### config.mk
export PLATFORM = sky130hd
export DESIGN_NAME = fll_freq_ctrl
export DESIGN_NICKNAME = d
export VERILOG_FILES = /design/src/rtl/fll_pkg.sv /design/src/rtl/fll_gray2bin.sv /design/src/rtl/fll_freq_ctrl.sv
export SDC_FILE = /design/constraint.sdc
export NUM_CORES = 1
export LEC_CHECK = 0
export ABC_AREA = 1
export CAP_MARGIN = 10
export CORE_UTILIZATION = 57
export DETAILED_ROUTE_END_ITERATION = 7
export PLACE_DENSITY = 0.8
export SLEW_MARGIN = 20
export SYNTH_ARGS = -nofsm -noshare
export SYNTH_HDL_FRONTEND = slang
export SYNTH_SLANG_ARGS = --single-unit
### constraint.sdc
create_clock -name clk_ref -period 12.3 [get_ports clk_ref]
set_clock_uncertainty 0.05 [all_clocks]
set_input_delay 2.46 -clock clk_ref [delete_from_list [all_inputs] [get_ports clk_ref]]
set_output_delay 2.46 -clock clk_ref [all_outputs]
set_load 0.01 [all_outputs]
### src/rtl/fll_pkg.sv
`default_nettype none
// ============================================================================
// Module      : fll_pkg
// Description : Shared types and constants for the FLL frequency controller.
//               Provides the controller state encoding, the mid-scale starting
//               code for the SAR search, and the default code width.
// Revision    : 1.0 - initial release
// ============================================================================
package fll_pkg;

  // Default width of the oscillator code (fixed at 5 in this revision).
  localparam int CODE_W_DEF = 5;

  // Mid-scale code: the SAR search always starts from here.
  localparam logic [4:0] FLL_CODE_MID = 5'b10000;

  typedef enum logic [1:0] {
    IDLE   = 2'd0,
    START  = 2'd1,
    SEARCH = 2'd2,
    TRACK  = 2'd3
  } fll_state_t;

endpackage
`default_nettype wire

### src/rtl/fll_gray2bin.sv
`default_nettype none
// ============================================================================
// Module      : fll_gray2bin
// Description : Combinational Gray-to-binary converter.
// Ports       : gray - Gray-coded input value, CNT_W bits
//               bin  - binary equivalent, CNT_W bits
// Revision    : 1.0 - initial release
// ============================================================================
module fll_gray2bin #(
  parameter int CNT_W = 12
) (
  input  logic [CNT_W-1:0] gray,
  output logic [CNT_W-1:0] bin
);

  // Each binary bit is the XOR of all Gray bits at or above it. Written as a
  // reduction per bit so no bit depends on another output bit.
  genvar i;
  generate
    for (i = 0; i < CNT_W; i++) begin : g_bit
      assign bin[i] = ^gray[CNT_W-1:i];
    end
  endgenerate

endmodule
`default_nettype wire

### src/rtl/fll_freq_ctrl.sv
`default_nettype none
// ============================================================================
// Module      : fll_freq_ctrl
// Description : Digital frequency-locking controller. Measures oscillator
//               edges per window from a synchronized Gray-coded counter,
//               runs a 5-step SAR search on the oscillator code, then +/-1
//               tracking, and flags lock after LOCK_CNT in-tolerance windows.
// Ports       : clk_ref      - reference clock (only clock)
//               rst          - synchronous active-high reset
//               en           - control loop enable
//               win_len      - window length in clk_ref cycles (0 acts as 1)
//               target       - expected oscillator edges per window
//               osc_cnt_gray - free-running Gray oscillator count, synchronized
//               freq_control - oscillator code (higher = faster)
//               lock         - loop locked
//               meas_valid   - one-cycle pulse after each completed window
//               meas_delta   - edge count of the last completed window
// Revision    : 1.0 - initial release
// ============================================================================
module fll_freq_ctrl
  import fll_pkg::*;
#(
  parameter int CNT_W    = 12,
  parameter int WIN_W    = 8,
  parameter int CODE_W   = CODE_W_DEF,
  parameter int TOL      = 2,
  parameter int LOCK_CNT = 4
) (
  input  logic              clk_ref,
  input  logic              rst,
  input  logic              en,
  input  logic [WIN_W-1:0]  win_len,
  input  logic [CNT_W-1:0]  target,
  input  logic [CNT_W-1:0]  osc_cnt_gray,
  output logic [CODE_W-1:0] freq_control,
  output logic              lock,
  output logic              meas_valid,
  output logic [CNT_W-1:0]  meas_delta
);

  localparam int IDX_W = $clog2(CODE_W);
  localparam int LC_W  = $clog2(LOCK_CNT + 1);

  // Tolerance bounds are computed one bit wider so the floor/saturation
  // decisions cannot be fooled by wrap-around.
  localparam logic [CNT_W:0] TOL_EXT = (CNT_W+1)'(TOL);
  localparam logic [CNT_W:0] MAX_EXT = {1'b0, {CNT_W{1'b1}}};

  fll_state_t         state, state_nxt;
  logic [CODE_W-1:0]  code_nxt;
  logic               lock_nxt;
  logic               valid_nxt;
  logic [CNT_W-1:0]   delta_nxt;
  logic [LC_W-1:0]    lock_cnt, lock_cnt_nxt;
  logic [WIN_W-1:0]   win_cnt, win_cnt_nxt;
  logic [CNT_W-1:0]   prev, prev_nxt;
  logic [IDX_W-1:0]   bit_idx, bit_idx_nxt;

  logic [CNT_W-1:0]   cur_bin;
  logic [CNT_W-1:0]   delta;
  logic [WIN_W-1:0]   reload;
  logic [CNT_W:0]     lo_bound;
  logic [CNT_W:0]     hi_sum;
  logic [CNT_W:0]     hi_bound;
  logic [CNT_W:0]     delta_ext;
  logic [CNT_W:0]     target_ext;

  fll_gray2bin #(
    .CNT_W (CNT_W)
  ) u_gray2bin (
    .gray (osc_cnt_gray),
    .bin  (cur_bin)
  );

  // Modulo subtraction absorbs counter wrap; windows hold < 2^CNT_W edges.
  assign delta      = cur_bin - prev;
  // A zero window length behaves like one cycle: reload value 0.
  assign reload     = (win_len == '0) ? '0 : (win_len - WIN_W'(1));

  assign delta_ext  = {1'b0, delta};
  assign target_ext = {1'b0, target};
  assign lo_bound   = (target_ext >= TOL_EXT) ? (target_ext - TOL_EXT) : '0;
  assign hi_sum     = target_ext + TOL_EXT;
  assign hi_bound   = (hi_sum > MAX_EXT) ? MAX_EXT : hi_sum;

  always_ff @(posedge clk_ref) begin
    if (rst) begin
      state        <= IDLE;
      freq_control <= FLL_CODE_MID;
      lock         <= 1'b0;
      meas_valid   <= 1'b0;
      meas_delta   <= '0;
      lock_cnt     <= '0;
      win_cnt      <= '0;
      prev         <= '0;
      bit_idx      <= IDX_W'(CODE_W - 1);
    end else begin
      state        <= state_nxt;
      freq_control <= code_nxt;
      lock         <= lock_nxt;
      meas_valid   <= valid_nxt;
      meas_delta   <= delta_nxt;
      lock_cnt     <= lock_cnt_nxt;
      win_cnt      <= win_cnt_nxt;
      prev         <= prev_nxt;
      bit_idx      <= bit_idx_nxt;
    end
  end

  always_comb begin
    state_nxt    = state;
    code_nxt     = freq_control;
    lock_nxt     = lock;
    valid_nxt    = 1'b0;
    delta_nxt    = meas_delta;
    lock_cnt_nxt = lock_cnt;
    win_cnt_nxt  = win_cnt;
    prev_nxt     = prev;
    bit_idx_nxt  = bit_idx;

    if (!en) begin
      // Disable wins over any window-end update; code is simply held.
      state_nxt = IDLE;
      lock_nxt  = 1'b0;
    end else begin
      case (state)
        IDLE: begin
          lock_nxt  = 1'b0;
          state_nxt = START;
        end

        START: begin
          prev_nxt     = cur_bin;
          code_nxt     = FLL_CODE_MID;
          bit_idx_nxt  = IDX_W'(CODE_W - 1);
          win_cnt_nxt  = reload;
          lock_cnt_nxt = '0;
          lock_nxt     = 1'b0;
          state_nxt    = SEARCH;
        end

        SEARCH, TRACK: begin
          if (win_cnt != '0) begin
            win_cnt_nxt = win_cnt - WIN_W'(1);
          end else begin
            // Window-end edge: close this window and open the next at once.
            win_cnt_nxt = reload;
            prev_nxt    = cur_bin;
            delta_nxt   = delta;
            valid_nxt   = 1'b1;

            if (state == SEARCH) begin
              if (delta > target) begin
                code_nxt[bit_idx] = 1'b0;
              end
              if (bit_idx != '0) begin
                code_nxt[bit_idx - IDX_W'(1)] = 1'b1;
                bit_idx_nxt = bit_idx - IDX_W'(1);
              end else begin
                state_nxt = TRACK;
              end
            end else begin
              if (delta_ext > hi_bound) begin
                code_nxt     = (freq_control == '0) ? '0 : (freq_control - CODE_W'(1));
                lock_cnt_nxt = '0;
                lock_nxt     = 1'b0;
              end else if (delta_ext < lo_bound) begin
                code_nxt     = (&freq_control) ? freq_control : (freq_control + CODE_W'(1));
                lock_cnt_nxt = '0;
                lock_nxt     = 1'b0;
              end else begin
                if (lock_cnt != LC_W'(LOCK_CNT)) begin
                  lock_cnt_nxt = lock_cnt + LC_W'(1);
                end
                lock_nxt = (lock_cnt_nxt == LC_W'(LOCK_CNT));
              end
            end
          end
        end

        default: state_nxt = IDLE;
      endcase
    end
  end

endmodule
`default_nettype wire

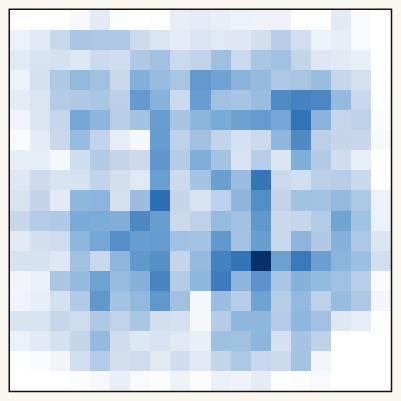
Fig. 1. Routed metal per tile (run 1).
Scale: 4 px per um. 19 x 19 tiles, from white (low) to dark blue (high), scaled to the fullest tile. Values are wire area over tile area, all layers added.
9.1% of the tiles are nearly empty. The densest ninth of the die: middle. 13% of the tiles are over half the peak. The mean over all tiles is 0.22.

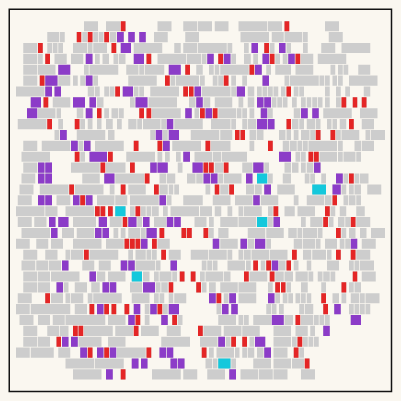
Fig. 2. Gate-type map (run 1).
Scale: 4 px per um.
Cyan stands for AND-OR and OR-AND gates, cells 6. Purple stands for inverting AOI/OAI gates, cells 129, most used a21oi_1. Red stands for inverters, cells 124, most used inv_1, where all over the die.

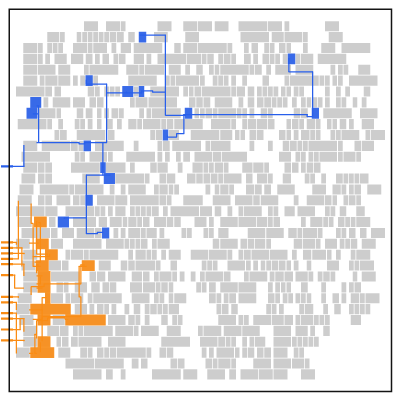
Fig. 3. Nets reached from selected ports (run 1).
Scale: 4 px per um.
Blue stands for rst, direction input, end cells 16, wire 209 um. Orange stands for osc_cnt_gray, direction input, end cells 13, wire 212 um.

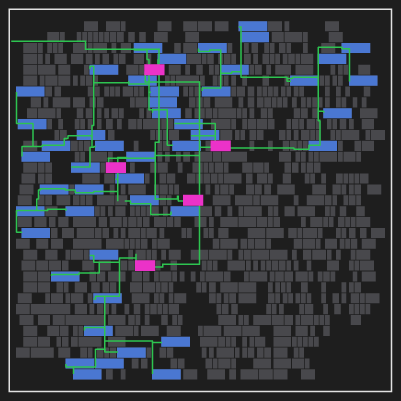
Fig. 4. Routed clock nets over the placement (run 1).
Scale: 4 px per um.
Magenta stands for cells driving clock nets, count 5. Green stands for clock wires, length 669 um. Blue stands for flip-flops, count 47.
There are 6 routed clock nets. Position of the flops: all over the die.

==> results.cfg, run 1 <==
; implementation run metrics
[power]
power.clock.fraction_pct = 13.1
comb-power_w = 0.000528
combinational_fraction_of_design_power_pct = 66.1
swShare_pct = 49.3
report.power.total_w = 0.000798
largestPowerGroup = combinational cells
power.leakage_nw = 2.72
power.sequential.fraction_pct = 20.8
power_sequential_w = 0.000166
power_density_nw_per_um2 = 141
internal_power_w = 0.000405
worst_ir_drop_vdd_mv = 0.0801
total_switching_power_w = 0.000394
clock_net_power_w = 0.000104

[timing]
tightest_slew_ns = 0.862
post-route-worst-setup-slack_ns = 5.11
final.min_clock_period_ns = 7.19
summed_negative_setup_slack_over_all_endpoints_ns = 0
timing.slew.headroom_pct = 42.5
grt_setup_unrepaired = false
maxSlewViolCount = 0
timing.final.setup_violations = 0
report.final.hold_viol_count = 0
layout_worst_path_cycle_share_pct = 58.4
fmaxAchievable_mhz = 139

[die]
die_h_um = 95.2
core.rowCount = 33
floorplan.die.width_um = 95.2
coreArea_um2 = 8300
initial_core_util_pct = 59.6
io_pins = 54
chip_area_um2 = 9060

[job]
openroad.warnings = 32
maxCapViolations = 0

[setup_path]
critical_path.max_stage_delay_ns = 0.55
timing.critical_path.buf_inv = 3
critical_path_peak_fanout = 5
crit_path_drt_ns = 12.48
reg2reg_from = prev[2]
critPathLaunchType = primary input
worst_ep_arrival_time_ns = 7.36
critical_path_class = primary input to flip-flop
path_delay_family = XOR/XNOR gates
worstSetupStartpoint = osc_cnt_gray[10]
endpoint_kind = flip-flop
crit_path_frequent_cell = nand2_1
crit_slowest_cell = xnor2_1

[yosys]
asyncSetResetFlopFracSynth_pct = 0
synth_top_cell_by_count = nand2_1
synth-main-ff-cell = dfxtp_1
synth-cells-yosys = 757
synth.largest_area_cell = dfxtp_1
synthesized_cell_area_um2 = 4950
postSynthCellCount = 757
synth-seq-cells = 47
synth_chip_area_um2 = 4950
synth-edff-count = 0
fp_nets = 850
post_synth_main_area_contributors = dfxtp_1 19%, ha_1 14%, nand2_1 12%, inv_1 8.9%, nor2_1 6.0%
synth_area_in_adders_pct = 14.8
yosys_warnings = 0
synth_xor_xnor_area_share_pct = 11.3
syn-mean-instance-area_um2 = 6.54
post_synth_seq_share_pct = 19.0
synth.cellmix.compoundShare_pct = 15.8
synth_largest_type_area_fraction_pct = 19.0
ys_top_cells_by_count = 155 x nand2_1, 117 x inv_1, 79 x nor2_1, 57 x ha_1, 55 x a21oi_1
synth_simple_gate_area_share_pct = 28.5
post_synth_num_cell_types = 52
ys_top_logic_family = simple AND/OR/NAND/NOR gates
mux_area_share_pct = 0

[layout]
areaGrowthSynthToFinish_pct = 14.4
mostFrequentLayoutCells = 155 x nand2_1, 117 x inv_1, 79 x nor2_1
finish.instance_area_um2 = 5660
layout-drive-gt1-share_pct = 5.33
mostFrequentLayoutCell = nand2_1
antenna_cells = 0
nets = 898

[clocking]
clock_insertion_delay_worst_skew_ns = 0.32
cts.sinks = 47
tritoncts = done
path_clk_slew_ns = 0.10
postCtsSetupRepairBufs = 0
number_of_buffers_created_by_cts = 5
cts_hold_buf = 0
clock_tree_buf_depth = 2
cts.repair.resized = 0
cts-root-buf = clkbuf_8

[global_routing]
grt_start_max_net_pins = 32
grt_util_all_layers_pct = 29.0
via_count_of_the_first_global_routing_pass = 4687
antenna_violations_before_repair = 0
first_pass_grt_wire_length_um = 20700
globalRouteOverflowTotal = 0

[worst_hold_path]
hold_path_class = flip-flop to flip-flop
hold_sp = prev[4]

[status]
run_status = finished, final reports clean

[drt]
routed_wire_length_per_instance_um = 13.6
drt_pass1_iterations = 5
vias = 5056
drc_violations_left = 0
vias_per_cell = 5.55
postRouteWirelength_um = 12400
antenna_left = 0
detail_route.iter0.violations = 212

[placed_design]
globalplace.congestion = 0.931
port_buffers = 53
placed_area_um2 = 5560
pre_cts_ws_ns = 4.80
dp_hpwl_um = 10100
==> run 1: cell type report <==
| type | count | area [um2] |
|---|---|---|
| clock buffer | 6 | 82.6 |
| clock inverter | 2 | 16.3 |
| fill | 718 | 2640 |
| inverter | 124 | 465 |
| multi-input combinational | 574 | 3490 |
| sequential | 47 | 941 |
| tap | 105 | 131 |
| timing repair buffer | 53 | 531 |
==> run 1: kinds of logic (layout without fill, tap and decap cells) <==
logic type / Yosys count / after routing
DFF: 47 / 47
and+or+nand+nor: 324 / 324
xor gates and xnor gates: 57 / 57
AOI/OAI and AO/OA: 135 / 135
buffers and inverters: 136 / 185
adders and majority gates: 58 / 58
==> run 1: registers in the layout (all words and copies together) (netlist names) <==
signal	count
bit_idx	3
freq_control	5
prev	12
meas_valid	1
meas_delta	12
lock	1
lock_cnt	3
win_cnt	8
state	2
==> run 1: metal layers <==
layer,vias to the layer above,track usage (%),share of wire (%)
met1,2289,35.2,44
met4,0,11.7,2.9
met2,183,51.4,48
li1,2557,-,-
met3,27,3.43,6.0
met5,-,0,0
==> run 1: worst paths after layout <==
check / to / slack [ns] / cells after the start
min reg2reg: prev[4] / 0.42 / 2
max: freq_control[0] / 5.11 / 27
max reg2reg: freq_control[0] / 8.66 / 20
min: prev[4] / 0.42 / 2
==> run 1: stage by stage <==
| stage | utilization, % | hold WS (ns) | std cells |
|---|---|---|---|
| final | 68.2 | 0.424 | 911 |
| after global routing | 68.2 | 0.463 | 911 |
| after CTS | 68.1 | 0.425 | 911 |
| after detailed placement | 67.0 | 0.414 | 903 |
| after global placement | 67.0 | 0.406 | 903 |
| after floorplan | - | 0.385 | 757 |
## Run 2: what changed since run 1
==> constraint.sdc (replaced) <==
create_clock -name clk_ref -period 7.31 [get_ports clk_ref]
set_clock_uncertainty 0.05 [all_clocks]
set_input_delay 1.462 -clock clk_ref [delete_from_list [all_inputs] [get_ports clk_ref]]
set_output_delay 1.462 -clock clk_ref [all_outputs]
set_load 0.01 [all_outputs]
==> run 2 against run 1 <==
  * Die area unchanged
  * Sequential power increased by 68%
  * Worst hold slack improved by 0.0044 ns
  * Worst setup slack got worse by 4.0 ns
  * Sequential cell count unchanged
  * Core utilization increased by 0.27 points
  * Cell count unchanged
  * Synthesized cell count unchanged
==> results.cfg, run 2 <==
; implementation run metrics
[die]
initial_core_util_pct = 59.6
coreArea_um2 = 8300
chip_area_um2 = 9060
core.rowCount = 33
die_h_um = 95.2

[yosys]
asyncSetResetFlopFracSynth_pct = 0
yosys_warnings = 0
syn-mean-instance-area_um2 = 6.54
synth-cells-yosys = 757
post_synth_num_cell_types = 52
post_synth_seq_share_pct = 19.0
synth_largest_type_area_fraction_pct = 19.0
synthesized_cell_area_um2 = 4950
fp_nets = 850
synth_chip_area_um2 = 4950
post_synth_main_area_contributors = dfxtp_1 19%, ha_1 14%, nand2_1 12%, inv_1 8.9%, nor2_1 6.0%
synth-main-ff-cell = dfxtp_1

[drt]
antenna_left = 0
postRouteWirelength_um = 12200
routed_wire_length_per_instance_um = 13.4
vias = 4957
drc_violations_left = 0

[power]
power_sequential_w = 0.000279
worst_ir_drop_vdd_mv = 0.138
report.power.total_w = 0.00138
power_density_nw_per_um2 = 242
power.sequential.fraction_pct = 20.2
power.clock.fraction_pct = 15.3
comb-power_w = 0.000887
total_switching_power_w = 0.000658
internal_power_w = 0.000717
power.leakage_nw = 2.74

[layout]
mostFrequentLayoutCell = nand2_1
utilization_pct = 68.5
reg_top3 = meas_delta (12), prev (12), win_cnt (8)
finish.instance_area_um2 = 5680
layout-drive-gt1-share_pct = 5.33
nets = 898
areaGrowthSynthToFinish_pct = 14.9

[clocking]
cts-root-buf = clkbuf_8
number_of_buffers_created_by_cts = 5
clock_tree_buf_depth = 2
clock_insertion_delay_worst_skew_ns = 0.32
postCtsSetupRepairBufs = 0
cts.repair.resized = 0
tritoncts = done
cts.sinks = 47
path_clk_slew_ns = 0.10

[setup_path]
critical_path.max_stage_delay_ns = 0.46
critPathLaunchType = primary input
endpoint_kind = flip-flop
crit_path_drt_ns = 7.48
crit_path_frequent_cell = nand2_1

[timing]
maxSlewViolCount = 0
grt_setup_unrepaired = false
final.min_clock_period_ns = 6.15
report.final.hold_viol_count = 0
post-route-worst-setup-slack_ns = 1.16
fin_worst_hold_slack_ns = 0.429
tightest_slew_ns = 0.858
timing.final.setup_violations = 0

[global_routing]
antenna_violations_before_repair = 0
globalRouteOverflowTotal = 0
grt_start_max_net_pins = 32
via_count_of_the_first_global_routing_pass = 4580
grt_util_all_layers_pct = 28.8
first_pass_grt_wire_length_um = 20500

[job]
openroad.warnings = 32
maxCapViolations = 0

[status]
run_status = finished, final reports clean

[worst_hold_path]
hold_path_class = flip-flop to flip-flop
min_delay_path_depth = 2

[placed_design]
globalplace.congestion = 0.934
placed_area_um2 = 5560
placedCellCount = 903
dp_hpwl_um = 9890
-- run 2: cell counts after synthesis --
No cell type changed its count.
-- run 2: cells by family after synthesis --
| kind of cell | synth area share (%) |
|---|---|
| and+or+nand+nor | 28.5 |
| buffers and inverters | 10.6 |
| AOI/OAI and AO/OA | 15.8 |
| adders and majority gates | 14.8 |
| xor gates and xnor gates | 11.3 |
| DFF | 19.0 |
-- run 2: worst max-delay path: cells and delay by family --
kind | cells | cell delay [ns]
compound gates | 6 | 1.17
xor+xnor | 5 | 1.10
fa+ha+maj | 2 | 0.64
buf+inv | 3 | 0.65
simple gates | 13 | 1.31
-- run 2: path summary, 6_finish.rpt --
kind                                       start         endpoint  slack (ns)
worst max-delay path            osc_cnt_gray[10]  freq_control[0]        1.16
worst min-delay path                     prev[4]          prev[4]        0.43
worst max register to register           prev[2]  freq_control[0]        3.71
worst min register to register           prev[4]          prev[4]        0.43
-- run 2: cell type report --
cell class | count | area [um2] | area share, %
clock inverter | 2 | 38.8 | 0.682
tap | 105 | 131 | 2.31
timing repair buffer | 53 | 531 | 9.33
sequential | 47 | 941 | 16.6
multi-input combinational | 574 | 3490 | 61.5
inverter | 124 | 465 | 8.19
clock buffer | 6 | 82.6 | 1.45
-- run 2: per-layer routing --
| metal | up-vias | wire [um] | global-route usage (%) |
|---|---|---|---|
| li1 | 2559 | - | - |
| met3 | 26 | 618 | 3.75 |
| met1 | 2228 | 5520 | 35.9 |
| met2 | 144 | 5770 | 50.2 |
| met4 | 0 | 338 | 10.7 |
| met5 | - | 0 | 0 |
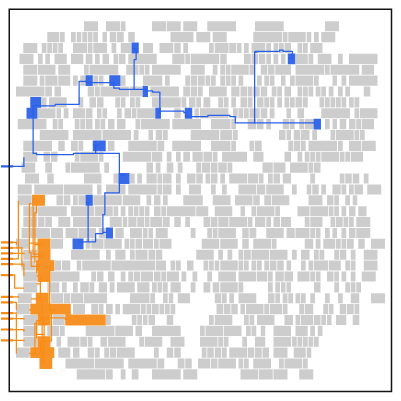
Fig. 5. Nets reached from selected ports (run 2).
Scale: 4 px per um.
Blue stands for rst, direction input, end cells 16, wire 219 um. Orange stands for osc_cnt_gray, direction input, end cells 13, wire 216 um.

## Run 3: what changed since run 2
==> constraint.sdc (replaced) <==
create_clock -name clk_ref -period 5.9 [get_ports clk_ref]
set_clock_uncertainty 0.05 [all_clocks]
set_input_delay 1.18 -clock clk_ref [delete_from_list [all_inputs] [get_ports clk_ref]]
set_output_delay 1.18 -clock clk_ref [all_outputs]
set_load 0.01 [all_outputs]
==> run 3 against run 2 <==
  * Critical path depth is 1 lower
  * Core utilization is 2.8 points higher
  * Clock power increased by 23%
  * Synthesized area unchanged
  * Register-to-register slack worse by 1.3 ns
  * Sequential cell count did not move
  * Sequential share of layout area is 0.65 points lower
  * Clock-buffer cell count did not move
  * Critical path type unchanged
  * Largest power group unchanged
==> results.cfg, run 3 <==
; implementation run metrics
[timing]
report.final.hold_viol_count = 0
maxSlewViolCount = 0
grt_setup_unrepaired = false
final.min_clock_period_ns = 5.56
timing.final.setup_violations = 0
post-route-worst-setup-slack_ns = 0.335
summed_negative_setup_slack_over_all_endpoints_ns = 0
fin_worst_hold_slack_ns = 0.426
fmaxAchievable_mhz = 180
layout_worst_path_cycle_share_pct = 94.3
tightest_slew_ns = 1.10
timing.slew.headroom_pct = 26.1

[setup_path]
endpoint_kind = flip-flop
crit_path_drt_ns = 6.06
path_delay_family = simple AND/OR/NAND/NOR gates
r2r-end = freq_control[0]
critical_path_class = primary input to flip-flop
timing.critical_path.buf_inv = 3
worst_ep_arrival_time_ns = 5.73
critPathLaunchType = primary input
depth_of_the_worst_register_to_register_path = 22
timing.reg2reg.setup_slack_ns = 2.37
critical_path.max_stage_delay_ns = 0.62
crit_path_frequent_cell = nand2_1
critical_path_peak_fanout = 3
crit_slowest_cell = clkdlybuf4s50_1
reg2reg_from = prev[2]

[drt]
vias_per_cell = 5.46
vias = 5102
drc_violations_left = 0
drt_pass1_iterations = 5
detail_route.iter0.violations = 257
postRouteWirelength_um = 12900
routed_wire_length_per_instance_um = 13.8
antenna_left = 0

[layout]
mostFrequentLayoutCells = 155 x nand2_1, 116 x inv_1, 78 x nor2_1
seqCellArea_um2 = 941
areaGrowthSynthToFinish_pct = 19.5
antenna_cells = 0
mostFrequentLayoutCell = nand2_1
finish.instance_area_um2 = 5920
layout-drive-gt1-share_pct = 8.92
layoutNonFillerInstCount = 935
nets = 922
utilization_pct = 71.3
final.fill_count = 708
area.combinational_um2 = 3540
reg_top3 = meas_delta (12), prev (12), win_cnt (8)

[power]
power_density_nw_per_um2 = 313
report.power.total_w = 0.00185
power.leakage_nw = 2.88
worst_ir_drop_vdd_mv = 0.194

[yosys]
synthesized_cell_area_um2 = 4950
post_synth_main_area_contributors = dfxtp_1 19%, ha_1 14%, nand2_1 12%, inv_1 8.9%, nor2_1 6.0%
synth_chip_area_um2 = 4950
synth.largest_area_cell = dfxtp_1
synth_largest_type_area_fraction_pct = 19.0
syn-mean-instance-area_um2 = 6.54
asyncSetResetFlopFracSynth_pct = 0
synth-main-ff-cell = dfxtp_1
synth-cells-yosys = 757
synth_top_cell_by_count = nand2_1
post_synth_seq_share_pct = 19.0
postSynthCellCount = 757
yosys_warnings = 0
synth-seq-cells = 47
synth-edff-count = 0
post_synth_num_cell_types = 52
ys_top_cells_by_count = 155 x nand2_1, 117 x inv_1, 79 x nor2_1, 57 x ha_1, 55 x a21oi_1
fp_nets = 850

[clocking]
htree_num_levels = 2
number_of_buffers_created_by_cts = 5
cts-root-buf = clkbuf_8
path_clk_slew_ns = 0.09
cts.repair.resized = 0
clock_insertion_delay_worst_skew_ns = 0.31
postCtsSetupRepairBufs = 0
cts.sinks = 47
cts_hold_buf = 0
tritoncts = done
clock_tree_buf_depth = 2

[placed_design]
placedCellCount = 920
pre_cts_ws_ns = -0.155
dp_hpwl_um = 10400
placed_area_um2 = 5680
port_buffers = 53
globalplace.congestion = 0.923

[worst_hold_path]
worstHoldEndpoint = prev[10]
hold_sp = prev[10]
hold_path_class = flip-flop to flip-flop
min_delay_path_depth = 2

[global_routing]
grt_start_max_net_pins = 32
via_count_of_the_first_global_routing_pass = 4916
grt_util_all_layers_pct = 29.7
globalRouteOverflowTotal = 0
antenna_violations_before_repair = 0
first_pass_grt_wire_length_um = 21400

[job]
maxCapViolations = 0
openroad.warnings = 32

[die]
coreArea_um2 = 8300
initial_core_util_pct = 59.6
core.rowCount = 33
floorplan.die.width_um = 95.2
chip_area_um2 = 9060
die_h_um = 95.2
io_pins = 54

[status]
run_status = finished, final reports clean
-- run 3: cell counts after synthesis --
No cell type changed its count.
-- run 3: cells by family (layout without fill, tap and decap cells) --
family,after synthesis,after routing,synth area share (%)
buffers and inverters,136,209,10.6
AOI/OAI and AO/OA,135,135,15.8
adders and majority gates,58,58,14.8
DFF,47,47,19.0
and+or+nand+nor,324,324,28.5
xor gates and xnor gates,57,57,11.3
-- run 3: area by class of cell --
| type | instances | area share (%) |
|---|---|---|
| clock buffer | 6 | 1.40 |
| clock inverter | 2 | 0.656 |
| tap | 105 | 2.22 |
| inverter | 124 | 7.87 |
| timing repair buffer | 77 | 12.1 |
| sequential | 47 | 15.9 |
| multi-input combinational | 574 | 59.9 |
-- run 3: worst max path at each step --
stage | slack [ns] | cells after the start | to | from
floorplan | 0.64 | 28 | freq_control[0] | osc_cnt_gray[9]
global placement | 0.08 | 26 | freq_control[0] | osc_cnt_gray[10]
detailed placement | -0.15 | 29 | freq_control[0] | osc_cnt_gray[10]
CTS | 0.16 | 29 | freq_control[0] | osc_cnt_gray[10]
global route | 0.02 | 24 | freq_control[0] | osc_cnt_gray[6]
finish | 0.34 | 28 | freq_control[0] | osc_cnt_gray[11]
-- run 3: report_power, final --
part / total [W] / internal, W / switching (W)
sequential: 0.000345 / 0.000333 / 0.0000122
clock: 0.000258 / 0.000140 / 0.000119
combinational: 0.00125 / 0.000519 / 0.000729
total: 0.00185 / 0.000991 / 0.000860
-- run 3: layer usage --
| layer | up-vias | track usage (%) | part of all wire (%) |
|---|---|---|---|
| met5 | - | 0 | 0 |
| met4 | 0 | 13.0 | 2.9 |
| met3 | 28 | 3.11 | 4.6 |
| met2 | 157 | 54.8 | 50 |
| met1 | 2319 | 34.4 | 43 |
| li1 | 2598 | - | - |
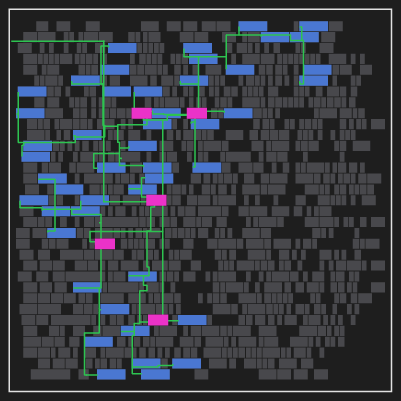
Fig. 6. Routed clock nets over the placement (run 3).
Scale: 4 px per um.
Green stands for clock wires, length 612 um. Blue stands for flip-flops, count 47. Magenta stands for cells driving clock nets, count 5.
There are 6 routed clock nets.

Power and IR drop assume default switching activity.
